`src/rtl/rf_pkg.sv`:
```
// Shared definitions for the multi-read-port register file: defaults, state encoding, clog2.
package rf_pkg;

  localparam int unsigned RF_WIDTH = 16;
  localparam int unsigned RF_DEPTH = 8;
  localparam int unsigned RF_NRP   = 2;

  typedef enum logic {
    ST_IDLE  = 1'b0,
    ST_CLEAR = 1'b1
  } rf_state_e;

  // Address width for a given entry count, never below 1 bit.
  function automatic int unsigned clog2(input int unsigned value);
    int unsigned result;
    result = 1;
    for (int unsigned i = 1; i < 32; i++) begin
      if ((32'd1 << i) < value) result = i + 1;
    end
    return result;
  endfunction

endpackage

```
`src/rtl/rf_clear_seq.sv`:
```
// Clear sweep sequencer: walks entry 0..DEPTH-1 one per cycle, raising busy for the sweep.
module rf_clear_seq
  import rf_pkg::*;
#(
  parameter int unsigned DEPTH = RF_DEPTH,
  parameter int unsigned AW    = clog2(RF_DEPTH)
) (
  input  logic          clock,
  input  logic          reset,
  input  logic          clr_req,
  output logic          busy,
  output logic          clr_we,
  output logic [AW-1:0] clr_addr
);

  rf_state_e     state;
  rf_state_e     state_nxt;
  logic [AW-1:0] cnt;
  logic [AW-1:0] cnt_nxt;

  always_ff @(posedge clock or posedge reset) begin
    if (reset) begin
      state <= ST_IDLE;
      cnt   <= '0;
    end else begin
      state <= state_nxt;
      cnt   <= cnt_nxt;
    end
  end

  // Counter stops at DEPTH-1 and the sweep ends on that same edge.
  always_comb begin
    state_nxt = state;
    cnt_nxt   = cnt;
    case (state)
      ST_IDLE: begin
        if (clr_req) begin
          state_nxt = ST_CLEAR;
          cnt_nxt   = '0;
        end
      end
      ST_CLEAR: begin
        if (cnt == AW'(DEPTH - 1)) begin
          state_nxt = ST_IDLE;
          cnt_nxt   = '0;
        end else begin
          cnt_nxt = cnt + AW'(1);
        end
      end
      default: begin
        state_nxt = ST_IDLE;
        cnt_nxt   = '0;
      end
    endcase
  end

  always_comb begin
    busy     = 1'b0;
    clr_we   = 1'b0;
    clr_addr = cnt;
    if (state == ST_CLEAR) begin
      busy   = 1'b1;
      clr_we = 1'b1;
    end
  end

endmodule

```
`src/rtl/reg_file_mrp.sv`:
```
// Parametrised register file with NRP combinational read ports, addressed write, parallel load
// and a hardware clear sweep. Define RF_MRP_WRITE_BYPASS_EN to forward idle writes to reads.
module reg_file_mrp
  import rf_pkg::*;
#(
  parameter  int unsigned WIDTH = RF_WIDTH,
  parameter  int unsigned DEPTH = RF_DEPTH,
  parameter  int unsigned NRP   = RF_NRP,
  localparam int unsigned AW    = clog2(DEPTH)
) (
  input  logic                   clock,
  input  logic                   reset,
  input  logic                   wr_en,
  input  logic [AW-1:0]          wr_addr,
  input  logic [WIDTH-1:0]       wr_data,
  input  logic                   load_en,
  input  logic [DEPTH*WIDTH-1:0] load_data,
  input  logic [NRP*AW-1:0]      rd_addr,
  output logic [NRP*WIDTH-1:0]   rd_data,
  input  logic                   clr_req,
  output logic                   busy
);

  logic [WIDTH-1:0] mem [DEPTH];
  logic             clr_we;
  logic [AW-1:0]    clr_addr;
  logic             wr_addr_ok;

  rf_clear_seq #(
    .DEPTH (DEPTH),
    .AW    (AW)
  ) u_clear_seq (
    .clock    (clock),
    .reset    (reset),
    .clr_req  (clr_req),
    .busy     (busy),
    .clr_we   (clr_we),
    .clr_addr (clr_addr)
  );

  assign wr_addr_ok = (32'(wr_addr) < DEPTH);

  // Priority: sweep, then a clear request (drops everything), then load, then single write.
  always_ff @(posedge clock or posedge reset) begin
    if (reset) begin
      for (int i = 0; i < int'(DEPTH); i++) mem[i] <= '0;
    end else if (clr_we) begin
      mem[clr_addr] <= '0;
    end else if (!clr_req) begin
      if (load_en) begin
        for (int i = 0; i < int'(DEPTH); i++)
          mem[i] <= load_data[WIDTH*(int'(DEPTH)-1-i) +: WIDTH];
      end else if (wr_en && wr_addr_ok) begin
        mem[wr_addr] <= wr_data;
      end
    end
  end

`ifdef RF_MRP_WRITE_BYPASS_EN
  logic bypass_ok;
  assign bypass_ok = wr_en && wr_addr_ok && !busy && !clr_req && !load_en && !reset;
`endif

  for (genvar p = 0; p < int'(NRP); p++) begin : g_rd
    logic [AW-1:0]    ra;
    logic [WIDTH-1:0] rv;

    assign ra = rd_addr[AW*p +: AW];

    always_comb begin
      rv = '0;
      if (32'(ra) < DEPTH) rv = mem[ra];
`ifdef RF_MRP_WRITE_BYPASS_EN
      if (bypass_ok && (ra == wr_addr)) rv = wr_data;
`endif
    end

    assign rd_data[WIDTH*p +: WIDTH] = rv;
  end

endmodule

```
`config.mk`:
```
export PLATFORM = sky130hd
export DESIGN_NAME = reg_file_mrp
export DESIGN_NICKNAME = d
export VERILOG_FILES = /design/src/rtl/rf_pkg.sv /design/src/rtl/rf_clear_seq.sv /design/src/rtl/reg_file_mrp.sv
export SDC_FILE = /design/constraint.sdc
export NUM_CORES = 1
export LEC_CHECK = 0
export CORE_ASPECT_RATIO = 0.75
export CORE_UTILIZATION = 57
export CTS_BUF_LIST = sky130_fd_sc_hd__clkbuf_8
export CTS_CLUSTER_DIAMETER = 50
export DETAILED_ROUTE_END_ITERATION = 8
export PLACE_DENSITY_LB_ADDON = 0.2
export SETUP_SLACK_MARGIN = 0.1
export SLEW_MARGIN = 25
export SYNTH_ARGS = -nofsm -noshare
export SYNTH_HDL_FRONTEND = slang
export SYNTH_SLANG_ARGS = --single-unit
```
`constraint.sdc`:
```
create_clock -name clock -period 10.5 [get_ports clock]
set_input_delay 2.1 -clock clock [delete_from_list [all_inputs] [get_ports clock]]
set_output_delay 2.1 -clock clock [all_outputs]
set_load 0.005 [all_outputs]
```
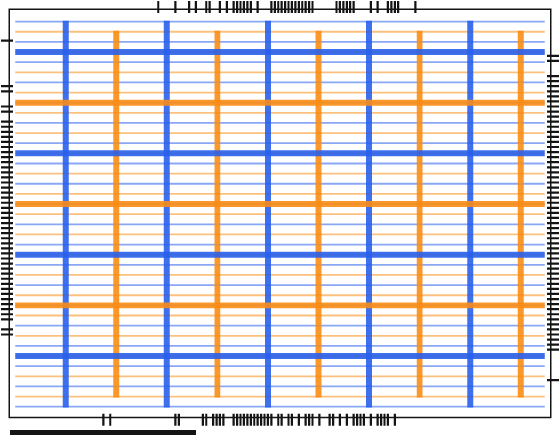
Figure 1: run 1, PDN straps and rails.
Bar = 50 um. Pins as bars on the die edge.
[orange] VDD
[blue] VSS
signal pins: 191
met5 straps: 7
met4 straps: 10
Die X: 145 um
area of the core: 0.0147 mm2
Max VDD drop: 0.194 mV
Die H: 109 um

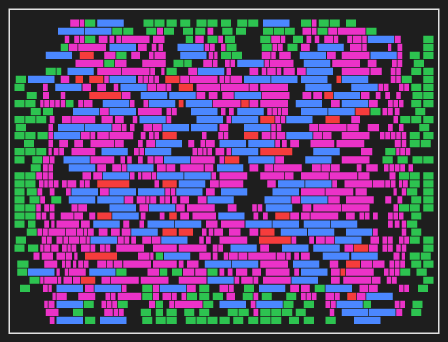
Figure 2: run 1, cells colored by class.
[green] other buffers and delay cells | cells: 199
[magenta] all other logic | cells: 573
[blue] flip-flops | cells: 132
[red] clock drivers and dummy loads | cells: 32
post-route cell area: 0.0109 mm2
Rows: 38
Seq area share: 30.2%
Util after Layout: 74.5%

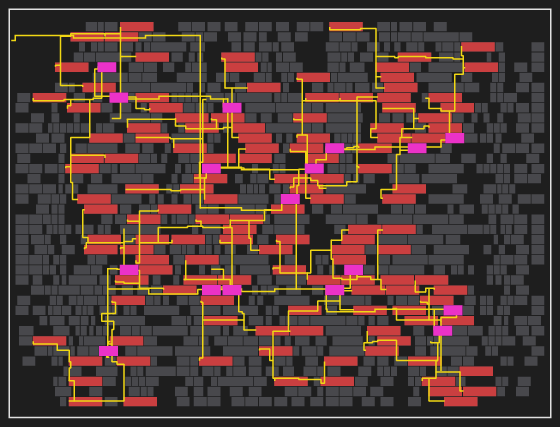
Figure 3: run 1, clock network drawn from the DEF.
[magenta] cells driving clock nets | count: 17
[yellow] clock wires | length: 1730 um
[red] flip-flops | count: 132
routed clock nets: 18
flops lie: spread over the die
Clk pwr share: 21.9%
clk ins delay skew pair: 0.46 ns

==> Changelog: implementation, run 1 <==
### Metrics

- Worst r2r path cells: 3
- Tally of OpenROAD warnings: 31
- Post-CTS setup buffer count: 0
- # DRC: 0
- Flip-flops with a built-in enable: 0
- CP required: 8.40 ns
- Switch Pwr: 0.862 mW
- Max Cap Violations: 0
- Fp util: 59.4%
- I/O Buffers: 190
- R2R setup slack: 8.16 ns
- Sequential Power: 0.860 mW
- Slew at the pin with the worst max-slew slack: 1.18 ns
- Placed insts: 1104
- Pwr Total: 2.32 mW
- Vias in the first global route: 8048
- HPWL Detailed: 20.9 mm
- Most common logic cell in the routed design: clkdlybuf4s50_1
- Post_cts resized: 0
- Slowest stage cell, crit path: buf_2
- Worst slack, placed: 3.99 ns
- Ys async rst share: 100%
- WL met1: 12.1 mm
- Met3 global-route usage: 15.8%
- GRT met2 Usage: 64.9%
- WP buf/inv: 2
- Worst setup margin: 3.96 ns
- Vias per cell: 7.24
- Crit path to: rd_data[25]
- Outcome: finished, final reports clean
- Leak pwr: 4.29 nW
run 1: flip-flops by register name, summed over array words and instances, names as in the netlist:
name / flops
mem: 128
u_clear_seq.state: 1
u_clear_seq.clr_addr: 3
run 1: cells by family (layout without fill, tap and decap cells):
| logic type | Yosys count | after routing | synth area share (%) |
|---|---|---|---|
| AND/OR/NAND/NOR | 191 | 191 | 11.3 |
| adder cells (fa/ha/maj) | 3 | 3 | 0.430 |
| AND-OR/OR-AND | 278 | 278 | 22.2 |
| multiplexers | 97 | 97 | 22.6 |
| flip-flops | 132 | 132 | 37.8 |
| buffers and inverters | 91 | 235 | 5.67 |
run 1: cell type report:
type                            instances  area [um2]
Fill cell                             957        3750
Clock inverter                         13         205
Sequential cell                       132        3300
Timing Repair Buffer                  199        1960
Multi-Input combinational cell        569        4940
Clock buffer                           19         262
Tap cell                              200         250
Inverter                                4        17.5
run 1: cells in the mapped netlist (3+ instances only):
| library cell | n | area, um2 |
|---|---|---|
| inv_1 | 4 | 15.0 |
| mux2_2 | 32 | 360 |
| nand2b_1 | 20 | 125 |
| o21ai_0 | 3 | 15.0 |
| mux4_1 | 42 | 1100 |
| o21ai_1 | 6 | 30.0 |
| buf_1 | 6 | 22.5 |
| mux4_2 | 22 | 495 |
| nor3_1 | 130 | 651 |
| nand2_2 | 6 | 37.5 |
| nor2_2 | 3 | 18.8 |
| buf_2 | 38 | 190 |
| buf_6 | 8 | 90.1 |
| a21oi_1 | 128 | 641 |
| nand2_1 | 23 | 86.3 |
| o2bb2ai_1 | 128 | 1120 |
| nor2_1 | 4 | 15.0 |
| clkbuf_1 | 30 | 113 |
| dfrtp_1 | 132 | 3300 |
| ha_1 | 3 | 37.5 |
| o21ai_2 | 5 | 43.8 |
## Run 2: what changed since run 1
--- a/config.mk
+++ b/config.mk
@@ -6,7 +6,7 @@
 export NUM_CORES = 1
 export LEC_CHECK = 0
 export CORE_ASPECT_RATIO = 0.75
-export CORE_UTILIZATION = 57
+export CORE_UTILIZATION = 53
 export CTS_BUF_LIST = sky130_fd_sc_hd__clkbuf_8
 export CTS_CLUSTER_DIAMETER = 50
 export DETAILED_ROUTE_END_ITERATION = 8
==> constraint.sdc (replaced) <==
create_clock -name clock -period 6.8 [get_ports clock]
set_input_delay 1.36 -clock clock [delete_from_list [all_inputs] [get_ports clock]]
set_output_delay 1.36 -clock clock [all_outputs]
set_load 0.005 [all_outputs]
==> Changelog: implementation, run 2 <==
### Metrics

- Outcome: finished, final reports clean (unchanged)
- I/O Buffers: 190 (unchanged)
- Area of the core: 0.0161 mm2 (was 0.0147 mm2)
- Rows: 40 (was 38)
- Ys async rst share: 100% (unchanged)
- Post-CTS setup buffer count: 0 (unchanged)
- Top-count cell post-synth: dfrtp_1 (unchanged)
- Area leader, netlist: dfrtp_1 (unchanged)
- Max VDD drop: 0.193 mV (was 0.194 mV)
- Most frequent cells after synthesis: dfrtp_1, nor3_1, a21oi_1, o2bb2ai_1, mux4_1 (unchanged)
- Worst setup margin: 1.45 ns (was 3.96 ns)
- Die H: 113 um (was 109 um)
- Top reg by flops: mem (unchanged)
- Flip-flops with a built-in enable: 0 (unchanged)
- Sequential Power: 1.37 mW (was 0.860 mW)
- Max reg flops: 128 (unchanged)
- Vias in the first global route: 7834 (was 8048)
- Leak pwr: 4.25 nW (was 4.29 nW)
- Max Cap Violations: 0 (unchanged)
- Yosys top cell area share: 37.8% (unchanged)
- HPWL Detailed: 22.1 mm (was 20.9 mm)
- Synth area leaders: dfrtp_1, o2bb2ai_1, mux4_1 (unchanged)
- WP buf/inv: 3 (was 2)
- Slowest stage cell, crit path: clkdlybuf4s50_1 (was buf_2)
- Vias per cell: 7.21 (was 7.24)
- Fillers: 1202 (was 957)
- Fp util: 54.4% (was 59.4%)
-- run 2: cell counts after synthesis --
No cell type changed its count.
-- run 2: layer usage --
layer  vias to the layer above  wire length (um)  global-route usage [%]
met5                         -                 0                       0
met4                         0               806                    10.4
met3                        80              5250                    14.9
met2                       710             13000                    53.8
met1                      4026             13500                    59.6
li1                       3444                 -                       -
-- run 2: worst paths after layout --
path | startpoint | end | slack (ns)
max in group asynchronous | reset | mem[83] | 3.96
hold reg to reg | mem[46] | mem[46] | 0.51
hold / removal | mem[46] | mem[46] | 0.51
setup / recovery | rd_addr[4] | rd_data[18] | 1.45
min in group asynchronous | reset | mem[11] | 1.44
setup reg to reg | u_clear_seq.state | mem[19] | 4.49
-- run 2: kinds of logic after synthesis --
kind of cell	share of synthesized area, %
buffers and inverters	5.67
AND/OR/NAND/NOR	11.3
flip-flops	37.8
AND-OR/OR-AND	22.2
multiplexers	22.6
adder cells (fa/ha/maj)	0.430
-- run 2: through the flow --
step           area (um2)  total power [mW]
2_1_floorplan        8730              2.13
3_3_place_gp        10500              2.71
3_5_place_dp        10500              2.77
4_1_cts             10800              3.40
5_1_grt             10800              3.59
6_report            10900              3.46
-- run 2: area by class of cell --
type                            instances  area, um2  share of cell area (%)
Sequential cell                       132       3300                    30.4
Timing Repair Buffer                  197       1940                    17.9
Clock buffer                           21        289                    2.66
Tap cell                              210        263                    2.42
Multi-Input combinational cell        569       4950                    45.6
Clock inverter                         11       83.8                   0.773
Inverter                                4       17.5                   0.161
Antenna cell                            1       2.50                  0.0231
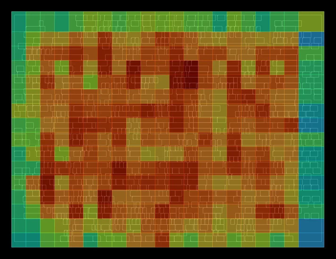
Figure 4: run 2, routing congestion map.
mean routed wirelength per cell: 28.4 um
GRT met2 Usage: 53.8%
all-layer global routing usage: 39.8%
Util after Layout: 67.5%

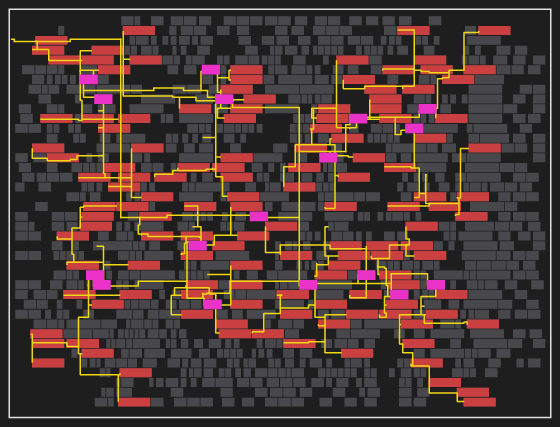
Figure 5: run 2, clock network drawn from the DEF.
[yellow] clock wires | length: 1650 um
[red] flip-flops | count: 132
[magenta] cells driving clock nets | count: 17
flops lie: spread over the die
P_clk: 0.631 mW
Clk pwr share: 18.3%
clock skew: 0.0101 ns
clk ins delay skew pair: 0.45 ns

## Run 3: what changed since run 2
--- a/config.mk
+++ b/config.mk
@@ -6,7 +6,7 @@
 export NUM_CORES = 1
 export LEC_CHECK = 0
 export CORE_ASPECT_RATIO = 0.75
-export CORE_UTILIZATION = 53
+export CORE_UTILIZATION = 48
 export CTS_BUF_LIST = sky130_fd_sc_hd__clkbuf_8
 export CTS_CLUSTER_DIAMETER = 50
 export DETAILED_ROUTE_END_ITERATION = 8
==> constraint.sdc (replaced) <==
create_clock -name clock -period 4.37 [get_ports clock]
set_input_delay 0.874 -clock clock [delete_from_list [all_inputs] [get_ports clock]]
set_output_delay 0.874 -clock clock [all_outputs]
set_load 0.005 [all_outputs]
==> Changelog: implementation, run 3 <==
### Metrics

- Fp util: 49.3% (was 54.4%)
- Util after Layout: 62.2% (was 67.5%)
- Top reg by flops: mem (unchanged)
- HPWL Detailed: 20.9 mm (was 22.1 mm)
- Leak pwr: 4.30 nW (was 4.25 nW)
- Die X: 158 um (was 150 um)
- I/O Buffers: 190 (unchanged)
- Clk ins delay skew pair: 0.46 ns (was 0.45 ns)
- # DRC: 0 (unchanged)
- Yosys top cell area share: 37.8% (unchanged)
- Area of the core: 0.0177 mm2 (was 0.0161 mm2)
- Area leader, netlist: dfrtp_1 (unchanged)
- Vias in the first global route: 7532 (was 7834)
- Outcome: finished, final reports clean (unchanged)
- Top-count cell post-synth: dfrtp_1 (unchanged)
- Synth area leaders: dfrtp_1, o2bb2ai_1, mux4_1 (unchanged)
- Most frequent cells after synthesis: dfrtp_1, nor3_1, a21oi_1, o2bb2ai_1, mux4_1 (unchanged)
- Post-synth seq share: 37.8% (unchanged)
- Max reg flops: 128 (unchanged)
- Pwr Total: 5.32 mW (was 3.46 mW)
- Die H: 119 um (was 113 um)
- Clock skew: 0.00492 ns (was 0.0101 ns)
- Worst Setup SP: rd_addr[4] (unchanged)
- CP required: 3.50 ns (was 5.44 ns)
- Flip-flops with a built-in enable: 0 (unchanged)
- Tally of OpenROAD warnings: 33 (was 30)
- Max Cap Violations: 0 (unchanged)
- Rows: 42 (was 40)
- Vias per cell: 6.60 (was 7.21)
- Slew at the pin with the worst max-slew slack: 1.02 ns (was 1.13 ns)
- RR Startpoint: u_clear_seq.state (unchanged)
- R2R setup slack: 2.03 ns (was 4.49 ns)
- RePlAce Congestion: 0.877 (was 0.945)
- Post-CTS setup buffer count: 0 (unchanged)
- Post_cts resized: 0 (unchanged)
- Antenna cells: 0 (was 1)
==> run 3: cell counts after synthesis <==
Identical to the previous run, type by type.
==> run 3: cell families after synthesis <==
kind of cell | after synthesis | synth area share (%)
compound gates | 278 | 22.2
flops | 132 | 37.8
buf+inv | 91 | 5.67
mux | 97 | 22.6
simple gates | 191 | 11.3
fa+ha+maj | 3 | 0.430
==> run 3: layer usage <==
metal / part of all wire, % / vias to the layer above / global-route usage, %
li1: - / 3460 / -
met1: 43 / 3800 / 49.8
met2: 42 / 471 / 48.3
met3: 12 / 66 / 11.9
met4: 3.1 / 0 / 13.3
met5: 0 / - / 3.92
==> run 3: final timing paths <==
kind,depth (start not counted),end
setup / recovery,5,rd_data[21]
hold / removal,1,mem[61]
setup reg to reg,3,mem[31]
hold reg to reg,1,mem[61]
max in group asynchronous,3,mem[80]
min in group asynchronous,3,mem[9]
==> run 3: layout make-up <==
class | instances | area [um2]
flip-flops and latches | 132 | 3300
clock buffers | 26 | 358
clock inverters | 4 | 20.0
repair buffers | 205 | 2060
multi-input cells | 569 | 4950
well taps | 242 | 303
inverters | 4 | 18.8
fillers | 1449 | 6700
==> run 3: worst max-delay path, cell delays in order <==
cell and delay (ns):
clkdlybuf4s50_1 0.54, buf_4 0.44, mux4_1 0.40, mux2_2 0.30, clkdlybuf4s50_1 0.45
==> run 3: through the flow <==
stage	hold WS [ns]	cell area, um2	setup WS [ns]	cells
finish	0.505	11000	0.466	1182
global route	0.514	11000	0.434	1182
CTS	0.505	11000	0.494	1182
detailed placement	0.486	10600	0.497	1152
global placement	0.480	10600	0.571	1152
floorplan	0.461	8740	1.55	792
==> run 3: where the power goes <==
group	internal, mW	leakage [nW]	switching [mW]
registers	1.66	1.80	0.431
clock network	0.518	0.202	0.470
logic	1.15	2.31	1.09
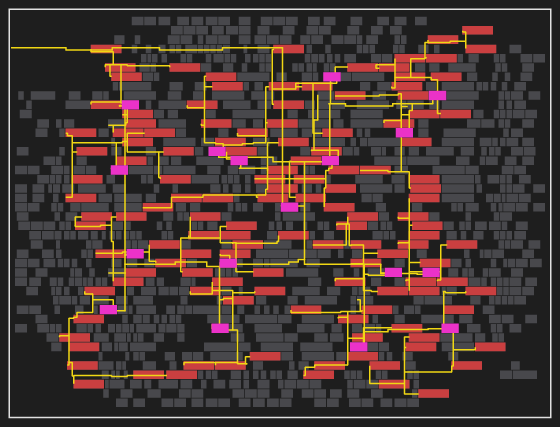
Figure 6: run 3, clock network drawn from the DEF.
[yellow] clock wires | length: 1730 um
[red] flip-flops | count: 132
[magenta] cells driving clock nets | count: 17
routed clock nets: 18

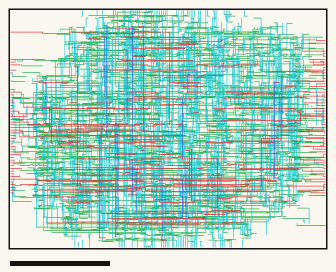
Figure 7: run 3, wiring by layer.
Bar = 50 um.
[green] met1 | wire length: 13300 um
[blue] met4 | wire length: 955 um
[cyan] met2 | wire length: 13100 um
[red] met3 | wire length: 3820 um
all-layer global routing usage: 34.8%
total number of vias: 7797
mean routed wirelength per cell: 26.4 um

Power figures rest on the tool's default switching activity, not on a simulated workload.
